### src/rtl/multicycle_adder.sv
// Multi-cycle adder/subtractor: SLICE bits per clock through a registered carry chain.
// Define MULTICYCLE_ADDER_SATURATE_EN to clamp the result on signed overflow.
module multicycle_adder #(
  parameter int WIDTH = 16,
  parameter int SLICE = 4
) (
  input  logic             clk,
  input  logic             rst,
  input  logic             start,
  input  logic [WIDTH-1:0] a,
  input  logic [WIDTH-1:0] b,
  input  logic             cin,
  input  logic             sub,
  output logic             busy,
  output logic             done,
  output logic [WIDTH-1:0] sum,
  output logic             cout,
  output logic             overflow
);

  localparam int NSLICE = WIDTH / SLICE;
  localparam int CNT_W  = (NSLICE > 1) ? $clog2(NSLICE) : 1;

  typedef enum logic [1:0] {IDLE, RUN, DONE} state_t;

  state_t           state;
  logic [WIDTH-1:0] op_a;
  logic [WIDTH-1:0] op_b;
  logic [WIDTH-1:0] work;
  logic             carry;
  logic [CNT_W-1:0] cnt;

  logic [SLICE-1:0] sl_a;
  logic [SLICE-1:0] sl_b;
  logic [SLICE-1:0] sl_sum;
  logic             chain;
  logic             sl_cmsb;
  logic             sl_cout;
  logic [WIDTH-1:0] work_next;
  logic             last;

  // One full-adder cell: returns {carry_out, sum}.
  function automatic logic [1:0] full_add(input logic x, input logic y, input logic ci);
    return {(x & y) | (x & ci) | (y & ci), x ^ y ^ ci};
  endfunction

`ifdef MULTICYCLE_ADDER_SATURATE_EN
  // A wrapped result with MSB set came from positive overflow, and vice versa.
  function automatic logic [WIDTH-1:0] saturate(input logic [WIDTH-1:0] r);
    return r[WIDTH-1] ? {1'b0, {(WIDTH-1){1'b1}}} : {1'b1, {(WIDTH-1){1'b0}}};
  endfunction
`endif

  always_comb begin
    sl_a = '0;
    sl_b = '0;
    for (int i = 0; i < NSLICE; i++) begin
      if (cnt == CNT_W'(i)) begin
        sl_a = op_a[i*SLICE +: SLICE];
        sl_b = op_b[i*SLICE +: SLICE];
      end
    end
    chain   = carry;
    sl_cmsb = carry;
    sl_sum  = '0;
    for (int j = 0; j < SLICE; j++) begin
      sl_cmsb = chain;
      {chain, sl_sum[j]} = full_add(sl_a[j], sl_b[j], chain);
    end
    sl_cout   = chain;
    work_next = work;
    for (int i = 0; i < NSLICE; i++) begin
      if (cnt == CNT_W'(i)) work_next[i*SLICE +: SLICE] = sl_sum;
    end
    last = (cnt == CNT_W'(NSLICE - 1));
  end

  always_ff @(posedge clk) begin
    if (rst) begin
      state    <= IDLE;
      busy     <= 1'b0;
      done     <= 1'b0;
      sum      <= '0;
      cout     <= 1'b0;
      overflow <= 1'b0;
      op_a     <= '0;
      op_b     <= '0;
      work     <= '0;
      carry    <= 1'b0;
      cnt      <= '0;
    end else begin
      case (state)
        IDLE, DONE: begin
          done <= 1'b0;
          if (start) begin
            op_a  <= a;
            op_b  <= sub ? ~b : b;
            carry <= sub ? 1'b1 : cin;
            cnt   <= '0;
            work  <= '0;
            busy  <= 1'b1;
            state <= RUN;
          end else begin
            state <= IDLE;
          end
        end
        RUN: begin
          work  <= work_next;
          carry <= sl_cout;
          cnt   <= cnt + CNT_W'(1);
          // Final slice: publish result; outputs held untouched until here.
          if (last) begin
            busy     <= 1'b0;
            done     <= 1'b1;
            cout     <= sl_cout;
            overflow <= sl_cmsb ^ sl_cout;
`ifdef MULTICYCLE_ADDER_SATURATE_EN
            sum      <= (sl_cmsb ^ sl_cout) ? saturate(work_next) : work_next;
`else
            sum      <= work_next;
`endif
            state    <= DONE;
          end
        end
        default: state <= IDLE;
      endcase
    end
  end

endmodule

### config.mk
export PLATFORM = sky130hd
export DESIGN_NAME = multicycle_adder
export DESIGN_NICKNAME = d
export VERILOG_FILES = /design/src/rtl/multicycle_adder.sv
export SDC_FILE = /design/constraint.sdc
export NUM_CORES = 1
export LEC_CHECK = 0
export CAP_MARGIN = 10
export CORE_MARGIN = 3
export CORE_UTILIZATION = 47
export DETAILED_ROUTE_END_ITERATION = 10
export GPL_TIMING_DRIVEN = 0
export PLACE_DENSITY = 0.8
export SYNTH_ARGS = -nofsm -noshare
export SYNTH_HDL_FRONTEND = slang
export SYNTH_SLANG_ARGS = --single-unit
### constraint.sdc
create_clock -name clk -period 3.11 [get_ports clk]
set_clock_uncertainty 0.1 [all_clocks]
set_input_delay 0.4665 -clock clk [delete_from_list [all_inputs] [get_ports clk]]
set_output_delay 0.4665 -clock clk [all_outputs]
set_load 0.05 [all_outputs]
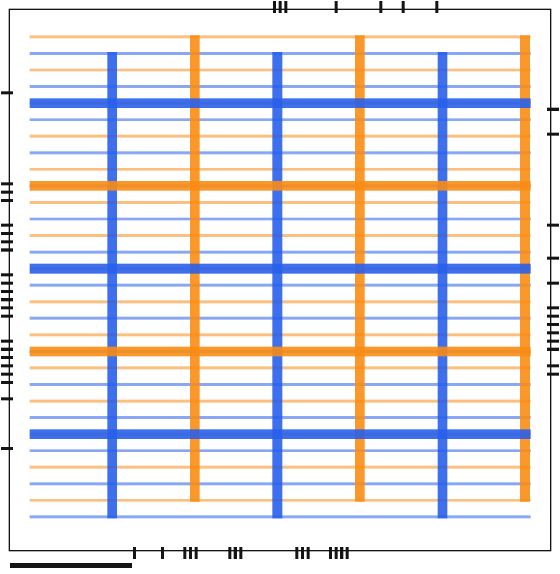
*PDN straps and rails, run 1*
Bar = 20 um. Pins as bars on the die edge.
legend:
  VDD:
    colour: orange
  VSS:
    colour: blue
met5 straps: 5
signal pins: 57
met4 straps: 6
Die Ht: 88.7 um
Core ar.: 6490 sq um
DIE WIDTH: 88.7 um
worst vdd ir: 0.301 mV

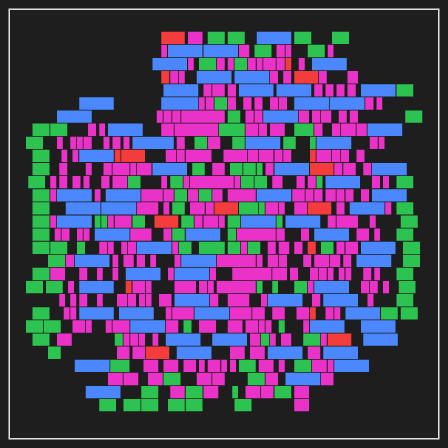
*Cells coloured by class, run 1*
legend:
  remaining logic cells:
    colour: magenta
    cells: 277
  registers:
    colour: blue
    cells: 69
  remaining buffers and delay cells:
    colour: green
    cells: 101
  clock drivers and dummy loads:
    colour: red
    cells: 16
Seq area share: 0.328
row count: 29
post-route cell area: 4220 sq um

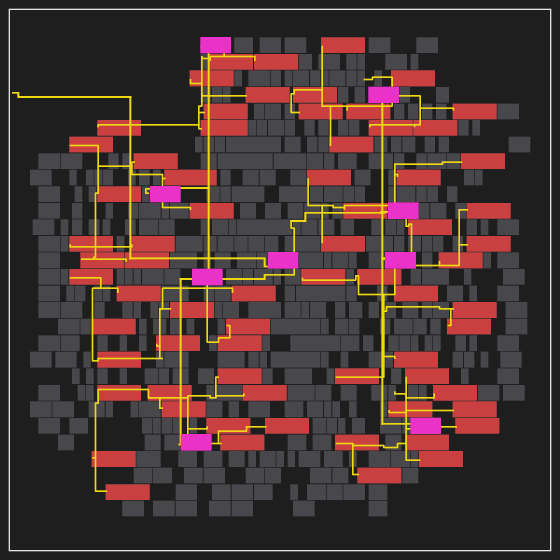
*Routed clock nets over the placement, run 1*
legend:
  flip-flops:
    colour: red
    count: 69
  clock wires:
    colour: yellow
    length: 830 um
  clock-net drivers:
    colour: magenta
    count: 9
routed clock nets: 10
clock-net power: 0.610 mW
Clock Power Share: 0.311

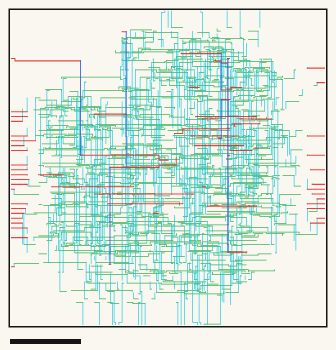
*Metal layers overlaid, run 1*
Bar = 20 um.
legend:
  M4:
    colour: blue
    wire_length: 167 um
  M1:
    colour: green
    wire_length: 3550 um
  M2:
    colour: cyan
    wire_length: 3930 um
  M3:
    colour: red
    wire_length: 427 um
vias: 2937
Routed WL per cell: 15.0 um
Post-Route WL: 8.08 mm
All-Layer GR Usage: 0.225

==> CHANGELOG.md, run 1 <==
## Flow update

* RePlAce Congestion at 0.831
* Hold Path Stages at 2
* Met1 wire length at 3.55 mm
* Status: complete, but fails checks
* Top-area cell type share of the netlist area at 0.429
* I/O Buffers at 54
* P_leak at 1.54 nW
* Floorplan Nets at 425
* RSZ-0062 raised after global routing: yes
* Distinct lib cells at 32
* Detail Route Antenna Nets at 0
* GR Layer Usage met1 at 0.281
* Ranking of synthesized cells by area: dfxtp_1 (43%), a21oi_1 (8.1%), nand2_1 (6.6%), xnor2_1 (4.1%), a211oi_1 (4.0%)
* Global-route wire length before repair at 13.6 mm
* Share of post-route cells with drive strength above 1 at 0.168
* Dpl cell area at 3900 sq um
* CTS Buffer Depth at 2
* Inst Count DP at 511
* Crit path DAT at 3.54 ns
* Antenna Cells at 0
* Final Setup Violations at 7
* WL met3 at 426 um
* Switching pwr at 0.549 mW
* Most used routing layer: met2
* Die area at 7880 sq um
* Clk root buf: clkbuf_8
* Post-synth EDFFs at 0
* Max Used Layer: met4
* Final Hold Viols at 0
* Post-route worst setup slack at -0.253 ns
* H-tree Lvls at 3
* Reg clk slew, reported paths at 0.07 ns
* Cells in synth_stat.txt at 380
* Post-synth seq share at 0.429
* I/O pin count at 57
* Vias/cell at 5.44
* GR Util met3 at 0.0428
* Layout area overhead at 31.2%
* Crit share post-route at 1.08
* Worst slew pin tran at 0.577 ns
* Fin Hold WS at 0.353 ns
* DR iter-0 viols at 125
* Fmax at 297 MHz
* Most frequent cells in the layout: dfxtp_1 (67), nand2_1 (57), clkdlybuf4s50_1 (54)
* Depth of the most critical reg-to-reg path at 14
* Global route total overflow at 0
* Part of the power in registers at 0.485
* Commonest Layout Cell: dfxtp_1
* WS Path Type: flop to flop
* Clock sink count at 69
* FP Core Util at 0.495
* Comb. pwr at 0.401 mW
* Comb pwr share at 0.204
* Max cap viols at 0
* CTS tree: built
* Sw Ratio at 0.280
* Pwr dens at 465 nW/um^2
* Crit start category: flop
* Hold Buf Count CTS at 0
* Register area at 1390 sq um
* Final Critical Period at 3.36 ns
* Worst hold path type: flop to flop
* First-pass iteration count of the detailed router at 5
* Crit path max fanout at 4
* Failing checks: negative setup slack
## run 1: logic make-up after synthesis
family / Yosys count / synth area share
buf+inv: 43 / 0.0754
xor+xnor: 17 / 0.0463
simple gates: 130 / 0.190
flops: 69 / 0.429
compound gates: 113 / 0.219
fa+ha+maj: 8 / 0.0404
## run 1: path summary, 6_finish.rpt
kind,slack [ns],to,startpoint
setup / recovery,-0.25,work[7],cnt[0]
hold / removal,0.35,sum[0],sum[0]
setup reg to reg,-0.25,work[7],cnt[0]
hold reg to reg,0.35,sum[0],sum[0]
## run 1: synthesized netlist by cell type (6+ instances only)
library cell	count
a211oi_1	17
nand3_1	15
inv_1	9
buf_2	7
a21oi_1	52
dfxtp_1	69
nand2_1	57
and2b_1	8
xnor2_1	15
buf_4	11
o21ai_0	24
and2_1	6
nor2_1	23
clkbuf_1	8
nor2b_1	16
## run 1: repair_timing
| action | 4_1_cts | 5_1_grt |
|---|---|---|
| pin swaps | 21 | 8 |
| setup endpoints to repair | 16 | 14 |
| gates resized | 17 | 10 |
| buffers inserted | 10 | 5 |
## run 1: worst max-delay path, stage by stage, from the launching register on
cell and delay, ns:
dfxtp_4 0.38, inv_4 0.05, ha_4 0.15, nor2b_4 0.14, a221o_1 0.34, a22oi_2 0.18
fa_2 0.24, inv_2 0.04, fa_2 0.36, fa_2 0.35, inv_2 0.07, fa_2 0.49
nor2b_2 0.17, o21ai_1 0.08, a21oi_1 0.15
## run 1: state kept, by name (all words and copies together), names as in the netlist, 2 cells and up
name	cells
cnt	2
op_a	16
op_b	16
state	2
sum	16
work	12
## run 1: cell type report
type,instances,share of cell area
inverters,9,0.00859
plain buffers,32,0.0504
clock inverters,2,0.00237
multi-input cells,268,0.399
well taps,77,0.0228
repair buffers,69,0.155
flip-flops and latches,69,0.328
clock buffers,14,0.0338
==> run 2, diff against run 1 <==
Settings changed: CTS_CLUSTER_DIAMETER set to 200.
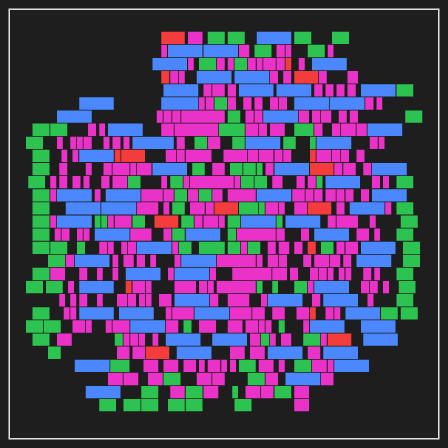
*Cells coloured by class, run 2*
legend:
  remaining logic cells:
    colour: magenta
    cells: 277
  remaining buffers and delay cells:
    colour: green
    cells: 101
  clock drivers and dummy loads:
    colour: red
    cells: 16
  registers:
    colour: blue
    cells: 69
Util after Layout: 0.650

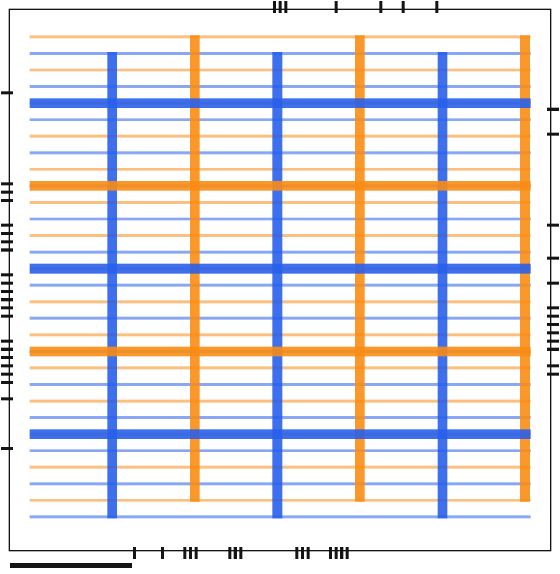
*PDN straps and rails, run 2*
Bar = 20 um. Pins as bars on the die edge.
legend:
  VSS:
    colour: blue
  VDD:
    colour: orange
rows: 29
met1 rails: 30
met5 straps: 5
met4 straps: 6
signal pins: 57

==> run 2 against run 1 <==
Sequential cell count stayed put. Clock power about the same. Wire length stayed put. Synthesized cell count unchanged. Final cell count is the same. Total power is the same. Via count unchanged. Count of clock-buffer cells in the layout is the same. Sequential share of layout area did not move. Non-clock buffer count unchanged. The flow still finishes with violations (negative setup slack).
==> CHANGELOG.md, run 2 <==
## Flow update

* Kind of cell adding the most delay to the critical path: adder cells
* Top-area cell type share of the netlist area at 0.429
* Met2 Track Usage GR at 0.377
* Vias/cell at 5.44
* Post-synth seq share at 0.429
* All-Layer GR Usage at 0.225
* Bufs and invs on worst path at 3
* Most frequent cells in the layout: dfxtp_1 (67), nand2_1 (57), clkdlybuf4s50_1 (54)
* CTS Buf Count at 9
* Failing checks: negative setup slack
* Hold Path Origin: sum[0]
* Post-route cell area at 4220 sq um
* R2R setup slack at -0.25 ns
* Pwr dens at 465 nW/um^2
* Antenna Cells at 0
* #FFs+latches synth at 69
* P_leak at 1.54 nW
* Synth cell count leaders: dfxtp_1 (69), nand2_1 (57), a21oi_1 (52)
* Switching pwr at 0.549 mW
* Crit path DAT at 3.54 ns
* Crit share post-route at 1.08
* CP startpoint: cnt[0]
* Vias at 2937
* Ranking of synthesized cells by area: dfxtp_1 (43%), a21oi_1 (8.1%), nand2_1 (6.6%), xnor2_1 (4.1%), a211oi_1 (4.0%)
* Routed WL per cell at 15.0 um
* Final Hold Viols at 0
* First-pass iteration count of the detailed router at 5
* Dpl cell area at 3900 sq um
* CTS Buffer Depth at 2
* Reg clk slew, reported paths at 0.07 ns
* WHS Endpoint: sum[0]
* Die area at 7880 sq um
* Post-synth EDFFs at 0
* Critical-path cell list: inv_4 -> ha_4 -> nor2b_4 -> a221o_1 -> a22oi_2 -> fa_2 -> inv_2 -> fa_2 -> fa_2 -> inv_2 -> fa_2 -> nor2b_2 -> o21ai_1 -> a21oi_1
* Worst R2R Start: cnt[0]
* Clk root buf: clkbuf_8
* Global route total overflow at 0
* Clock Power Share at 0.311
* Synth top cell by count: dfxtp_1
* FP Core Util at 0.495
* Final Critical Period at 3.36 ns
* Worst slew pin tran at 0.577 ns
* I/O pin count at 57
* Max cap viols at 0
* DIE WIDTH at 88.7 um
* Distinct lib cells at 32
* Share of post-route cells with drive strength above 1 at 0.168
* Max stage delay on crit path at 0.49 ns
* Commonest Layout Cell: dfxtp_1
* Post-Route WL at 8.08 mm
* GR Util met3 at 0.0428
* I/O Buffers at 54
* Crit path max fanout at 4
* Global-route wire length before repair at 13.6 mm
* Die Ht at 88.7 um
* GR Layer Usage met1 at 0.281
* Layout Nets at 503
* Status: complete, but fails checks
* Worst hold path type: flop to flop
* Clock sink count at 69
* Fmax at 297 MHz
* WS Path Type: flop to flop
* Floorplan Nets at 425
* RSZ-0062 raised after global routing: yes
* Final Setup Violations at 7
* Met2 WL at 3.93 mm
* CTS tree: built
* Part of the power in registers at 0.485
* Crit-path most repeated cell: fa_2
* Synth warn at 0
* WL met3 at 426 um
* Cells in synth_stat.txt at 380
* Most used routing layer: met2
* RR Endpoint: work[7]
* Hold Path Stages at 2
* Post-route worst setup slack at -0.253 ns
* Met1 wire length at 3.55 mm
* Depth of the most critical reg-to-reg path at 14
* Top Registers: op_a: 16 flops, op_b: 16 flops, sum: 16 flops
* Core ar. at 6490 sq um
* H-tree Lvls at 3
* Detail Route Antenna Nets at 0
* Crit start category: flop
* Worst vdd ir at 0.301 mV
* Tool Warnings at 32
* Comb pwr share at 0.204
* RePlAce Congestion at 0.831
* Max Used Layer: met4
* Layout area overhead at 31.2%
* Sw Ratio at 0.280
* CP max stage cell: fa_2
* DR iter-0 viols at 125
run 2: cell counts in the layout (fill, tap and decap cells not counted):
No cell type changed its count.
run 2: power groups by stage:
stage	clock network [mW]	logic [mW]	registers (mW)
finish	0.610	0.401	0.951
CTS	0.608	0.380	0.951
floorplan	0	0.230	0.968
global route	0.646	0.440	0.956
global placement	0	0.343	0.969
detailed placement	0	0.355	0.971
run 2: final cells by class:
cell class	count	area [sq um]
multi-input combinational	268	1690
fill	548	2270
inverter	9	36.3
buffer	32	213
timing repair buffer	69	653
clock inverter	2	10.0
clock buffer	14	143
sequential	69	1390
tap	77	96.3
run 2: how the worst max path moves through the flow:
stage | endpoint | slack (ns) | depth (start not counted)
floorplan | work[11] | -0.17 | 15
global placement | sum[3] | -0.47 | 14
detailed placement | sum[3] | -0.52 | 14
CTS | work[3] | -0.20 | 14
global route | work[7] | -0.37 | 14
finish | work[7] | -0.25 | 14
run 2: cell families after synthesis:
logic type      count (synthesis)  synth area share
compound gates                113             0.219
fa+ha+maj                       8            0.0404
buf+inv                        43            0.0754
flops                          69             0.429
xor+xnor                       17            0.0463
simple gates                  130             0.190
run 2: timing repair:
action / 4_1_cts / 5_1_grt
setup buffers: 10 / 5
hold buffers: 0 / 0
gates resized: 17 / 10
pin swaps: 21 / 8
setup endpoints to repair: 16 / 14
run 2: through the flow:
step	std cells	hold slack, ns	setup slack [ns]	setup TNS (ns)	util
floorplan	380	0.336	-0.169	-1.06	-
global placement	511	0.340	-0.469	-3.75	0.600
detailed placement	511	0.344	-0.515	-4.40	0.600
CTS	535	0.343	-0.199	-1.34	0.641
global route	540	0.363	-0.373	-2.32	0.650
finish	540	0.353	-0.253	-1.40	0.650
No activity file was given, so power comes from the tool's default toggle rates.
